### PDN straps and rails

Bar = 50 µm. Pins as bars on the die edge.
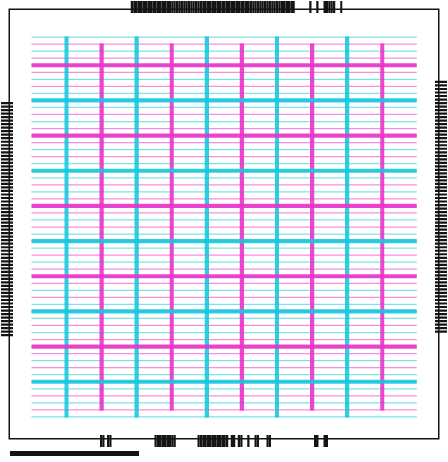
### Cell classes on the final placement

Bar = 50 µm.
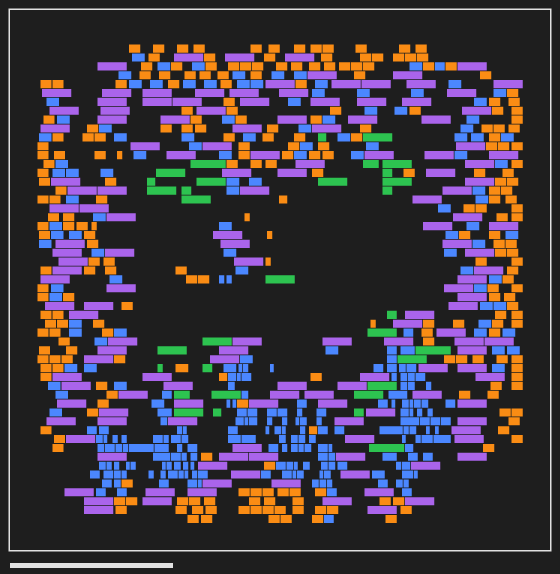
### Clock distribution

Bar = 50 µm.
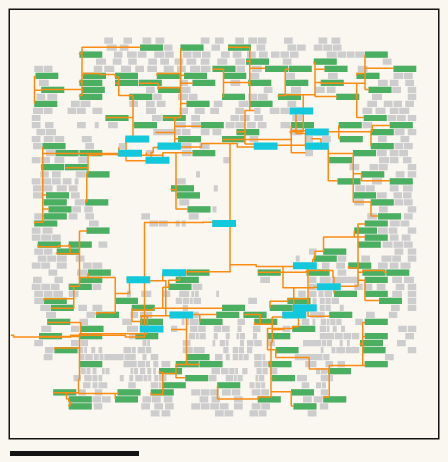
<file path="config.mk">
export PLATFORM = sky130hd
export DESIGN_NAME = mem_access_unit
export DESIGN_NICKNAME = d
export VERILOG_FILES = /design/src/rtl/mem_access_unit_pkg.sv /design/src/rtl/mem_align_check.sv /design/src/rtl/mem_access_unit.sv
export SDC_FILE = /design/constraint.sdc
export NUM_CORES = 1
export LEC_CHECK = 0
export ABC_CLOCK_PERIOD_IN_PS = 11280
export CAP_MARGIN = 30
export CORE_MARGIN = 8
export CORE_UTILIZATION = 30
export DETAILED_ROUTE_END_ITERATION = 10
export HOLD_SLACK_MARGIN = 0.05
export SLEW_MARGIN = 30
export SYNTH_ARGS = -nofsm -noshare
export SYNTH_HDL_FRONTEND = slang
export SYNTH_SLANG_ARGS = --single-unit
export TNS_END_PERCENT = 50
</file>
<file path="constraint.sdc">
create_clock -name clk -period 11.28 [get_ports clk]
set_input_delay 1.692 -clock clk [delete_from_list [all_inputs] [get_ports clk]]
set_output_delay 1.692 -clock clk [all_outputs]
set_load 0.1 [all_outputs]
</file>
<file path="src/rtl/mem_access_unit_pkg.sv">
// Shared encodings for the memory access unit: access sizes,
// controller states and the latched request bundle.
package mem_access_unit_pkg;

  localparam logic [1:0] MEM_BYTE = 2'b00;
  localparam logic [1:0] MEM_HALF = 2'b01;
  localparam logic [1:0] MEM_WORD = 2'b10;

  localparam logic [1:0] MA_IDLE   = 2'd0;
  localparam logic [1:0] MA_ACCESS = 2'd1;
  localparam logic [1:0] MA_RESP   = 2'd2;
  localparam logic [1:0] MA_ERROR  = 2'd3;

  typedef struct packed {
    logic        we;
    logic [1:0]  op;
    logic        ext;
    logic [31:0] addr;
    logic [31:0] wdata;
  } ma_req_t;

endpackage

</file>
<file path="src/rtl/mem_align_check.sv">
// Alignment checker: flags a misaligned or unknown-size access.
// Ports: i_op (size), i_addr (addr[1:0]), o_misaligned.
module mem_align_check
  import mem_access_unit_pkg::*;
(
  input  logic [1:0] i_op,
  input  logic [1:0] i_addr,
  output logic       o_misaligned
);

  always_comb begin
    o_misaligned = 1'b1;
    unique case (1'b1)
      (i_op == MEM_BYTE): o_misaligned = 1'b0;
      (i_op == MEM_HALF): o_misaligned = i_addr[0];
      (i_op == MEM_WORD): o_misaligned = |i_addr;
      default:            o_misaligned = 1'b1;
    endcase
  end

endmodule

</file>
<file path="src/rtl/mem_access_unit.sv">
// Multi-cycle data-memory access controller with MDR and counters.
// Ports: req_* handshake in, resp_* out, dm_* to data memory,
// ld/st/err_count saturating statistics.
module mem_access_unit
  import mem_access_unit_pkg::*;
#(
  parameter int CNT_W = 16
) (
  input  logic             clk,
  input  logic             rst,
  input  logic             req_valid,
  output logic             req_ready,
  input  logic             req_we,
  input  logic [1:0]       req_op,
  input  logic             req_ext,
  input  logic [31:0]      req_addr,
  input  logic [31:0]      req_wdata,
  output logic             resp_valid,
  output logic             resp_err,
  output logic [31:0]      resp_rdata,
  output logic             dm_wr,
  output logic             dm_read,
  output logic [1:0]       dm_op,
  output logic             dm_ext,
  output logic [31:0]      dm_addr,
  output logic [31:0]      dm_din,
  input  logic [31:0]      dm_dout,
  output logic [CNT_W-1:0] ld_count,
  output logic [CNT_W-1:0] st_count,
  output logic [CNT_W-1:0] err_count
);

  logic [1:0]       r_state;
  logic [1:0]       w_next;
  ma_req_t          r_req;
  logic [31:0]      r_mdr;
  logic [CNT_W-1:0] r_ld_cnt;
  logic [CNT_W-1:0] r_st_cnt;
  logic [CNT_W-1:0] r_err_cnt;
  logic             w_misaligned;
  logic             w_accept;

  mem_align_check u_align (
    .i_op         (req_op),
    .i_addr       (req_addr[1:0]),
    .o_misaligned (w_misaligned)
  );

  assign w_accept = req_valid && (r_state == MA_IDLE);

  always_ff @(posedge clk or posedge rst) begin
    if (rst) r_state <= MA_IDLE;
    else     r_state <= w_next;
  end

  always_comb begin
    w_next = r_state;
    unique case (r_state)
      MA_IDLE: begin
        if (w_accept)
          w_next = w_misaligned ? MA_ERROR : MA_ACCESS;
      end
      MA_ACCESS: w_next = MA_RESP;
      MA_RESP:   w_next = MA_IDLE;
      MA_ERROR:  w_next = MA_IDLE;
      default:   w_next = MA_IDLE;
    endcase
  end

  // Strobes are pure state decodes so reset kills them at once.
  always_comb begin
    req_ready  = (r_state == MA_IDLE);
    dm_wr      = (r_state == MA_ACCESS) && r_req.we;
    dm_read    = (r_state == MA_ACCESS) && !r_req.we;
    resp_valid = (r_state == MA_RESP) || (r_state == MA_ERROR);
    resp_err   = (r_state == MA_ERROR);
  end

  always_ff @(posedge clk or posedge rst) begin
    if (rst) begin
      r_req <= '0;
    end else if (w_accept) begin
      r_req.we    <= req_we;
      r_req.op    <= req_op;
      r_req.ext   <= req_ext;
      r_req.addr  <= req_addr;
      r_req.wdata <= req_wdata;
    end
  end

  always_ff @(posedge clk or posedge rst) begin
    if (rst)
      r_mdr <= '0;
    else if ((r_state == MA_ACCESS) && !r_req.we)
      r_mdr <= dm_dout;
  end

  always_ff @(posedge clk or posedge rst) begin
    if (rst) begin
      r_ld_cnt  <= '0;
      r_st_cnt  <= '0;
      r_err_cnt <= '0;
    end else begin
      if (r_state == MA_RESP) begin
        if (r_req.we) begin
          if (r_st_cnt != '1)
            r_st_cnt <= r_st_cnt + CNT_W'(1);
        end else begin
          if (r_ld_cnt != '1)
            r_ld_cnt <= r_ld_cnt + CNT_W'(1);
        end
      end
      if ((r_state == MA_ERROR) && (r_err_cnt != '1))
        r_err_cnt <= r_err_cnt + CNT_W'(1);
    end
  end

  assign dm_op      = r_req.op;
  assign dm_ext     = r_req.ext;
  assign dm_addr    = r_req.addr;
  assign dm_din     = r_req.wdata;
  assign resp_rdata = r_mdr;
  assign ld_count   = r_ld_cnt;
  assign st_count   = r_st_cnt;
  assign err_count  = r_err_cnt;

endmodule

</file>
==> impl_metrics.toml <==
# implementation run metrics
[logic_synthesis]
post_synth_top_area_share_pct = 56.0
ys_dominant_reg_cell = "dfrtp_1"
synth_cells = 511
synth_area_um2 = 6710
numSynthFlops = 150
enable_flop_cells = 0
syn_area_per_cell_um2 = 13.1
seq_area_frac_synth_pct = 56.0
yosys_simple_share_pct = 10.0

[detailed_routing]
met2_length_um = 8780
top_layer = "met5"
met3_length_um = 2020
drt_drc_violations_left = 0
drt_wl_total_um = 17800
routed-via-count = 4583
antenna_left = 0

[final_layout]
multi_in_gates = 274
combAreaFraction_pct = 24.5
lay_top_cells = "248 x clkdlybuf4s50_1, 150 x dfrtp_1, 101 x mux2_2"
most_common_cell_after_layout_fill_and_taps_aside = "clkdlybuf4s50_1"
combGateArea_um2 = 2370
seqCellArea_um2 = 3750
clkbuf_count = 19
layout.clock.cell_area_share_pct = 6.45
fill_cells = 2030
nNonClkInverters = 4
layout.non_clock_buffers = 258

[clock_network]
ctsHoldBuffers = 0
cts_tree = "done"
post_cts_resize_count = 0
worst_skew_pair.late_latency_ps = 410
clockBufferDepth = 2
numCtsBuffers = 17
cts_sinks = 150
master_cell_of_the_clock_root_buffer = "clkbuf_16"

[timing]
fmaxAchievable_mhz = 223
unrepaired_setup_endpoints_after_global_routing = "no"
final_skew_ps = 12.7
setup_viol_count_final = 0
maxSlewViolCount = 0
final_critical_path_setup_slack_ps = 6790
finalSetupTns_ps = 0
timing_worst_slew_pin_value_ps = 1030
fin_crit_ps = 4490
hold_violations = 0
slew_headroom_pct = 30.9

[floorplan]
fp_util_pct = 30.6
die.size.x_um = 166
ioPinCount = 255
row_count = 54
die_height_um = 166

[grt]
busiest_layer = "met2"
gr-usage-met2_pct = 21.5
global_route.usage.met3_pct = 6.32
number_of_global_route_vias_before_repair = 5018
grt_usage_pct = 12.8
grt_start_max_net_pins = 77

[worst_setup_path]
cp_data_arrival_time_ps = 2800
setup.worst_path.start_class = "flop"
critical_path_buf_inv_count = 2
cp_slowest_cell = "clkdlybuf4s50_1"
crit_path_max_fanout = 33
crit_chain = "nand2b_1, nor2_4, buf_4, clkdlybuf4s50_1"
slowest_delay_ps = 1230
end_kind = "primary output"
worstSetupPathType = "flop to primary output"

[place]
hpwl_um = 13700
port_buffers = 254
pre_cts_slack_ps = 7100

[flow_run]
drv_cap = 0

[status]
outcome = "finished clean"
-- 'PDN straps and rails' (at the start) --
legend:
  cyan:
    net: VSS
  magenta:
    net: VDD
met4 straps: 10
rows: 54
signal pins: 255
met1 rails: 55
met5 straps: 10

-- 'Cell classes on the final placement' (at the start) --
legend:
  green:
    class: clock drivers and dummy loads
    cells: 32
    share_of_their_area: 6.7%
  purple:
    class: flops
    cells: 150
    share_of_their_area: 40%
  orange:
    class: other buffers and delay cells
    cells: 258
    share_of_their_area: 27%
  blue:
    class: combinational and other logic
    cells: 278
    share_of_their_area: 26%

-- 'Clock distribution' (at the start) --
legend:
  green:
    item: flip-flops
    count: 150
  orange:
    item: clock wires
    length: 2,070 µm
  cyan:
    item: clock drivers
    count: 17
routed clock nets: 18
flops lie: all over the die

## metrics by stage
step	util [%]	cells	instance area [µm²]	hold WS, ps
final	44.2	998	9670	501
after global routing	44.2	998	9670	522
after floorplan	-	511	6710	482
after CTS	44.2	998	9670	505
after global placement	41.4	966	9070	485
after detailed placement	41.3	966	9040	494
## cells in the mapped netlist (all sizes together), types with 2 or more instances
library cell,number
dfrtp,150
mux2,103
buf,79
xor2,24
nand3,19
nand4,17
xnor2,17
nand2,16
nor2,11
a21oi,10
nor4,10
nor3,9
and3,7
and4,4
clkbuf,4
inv,4
ha,3
a211oi,2
nand2b,2
nand4b,2
nor4b,2
o21ai,2
or2,2
or3,2
## logic make-up after synthesis
kind of cell,Yosys count
AOI/OAI and AO/OA,19
xor gates and xnor gates,41
adders and majority gates,3
and+or+nand+nor,108
muxes,103
buffers and inverters,87
DFF,150
## final timing paths
| check | from | endpoint | slack [ps] | cells past startpoint |
|---|---|---|---|---|
| max reg2reg | r_state[1] | dm_addr[25] | 8820 | 4 |
| max in group asynchronous | rst | dm_addr[30] | 8330 | 3 |
| min in group asynchronous | rst | dm_addr[26] | 1750 | 2 |
| max | r_state[1] | dm_read | 6790 | 4 |
| min reg2reg | ld_count[15] | ld_count[15] | 500 | 1 |
| min | ld_count[15] | ld_count[15] | 500 | 1 |
## registers in the layout (all words and copies together), names as in the netlist
name and flops:
st_count 16, r_req 1, dm_ext 1, resp_rdata 32, r_state 2, err_count 16
dm_op 2, dm_addr 32, ld_count 16, dm_din 32
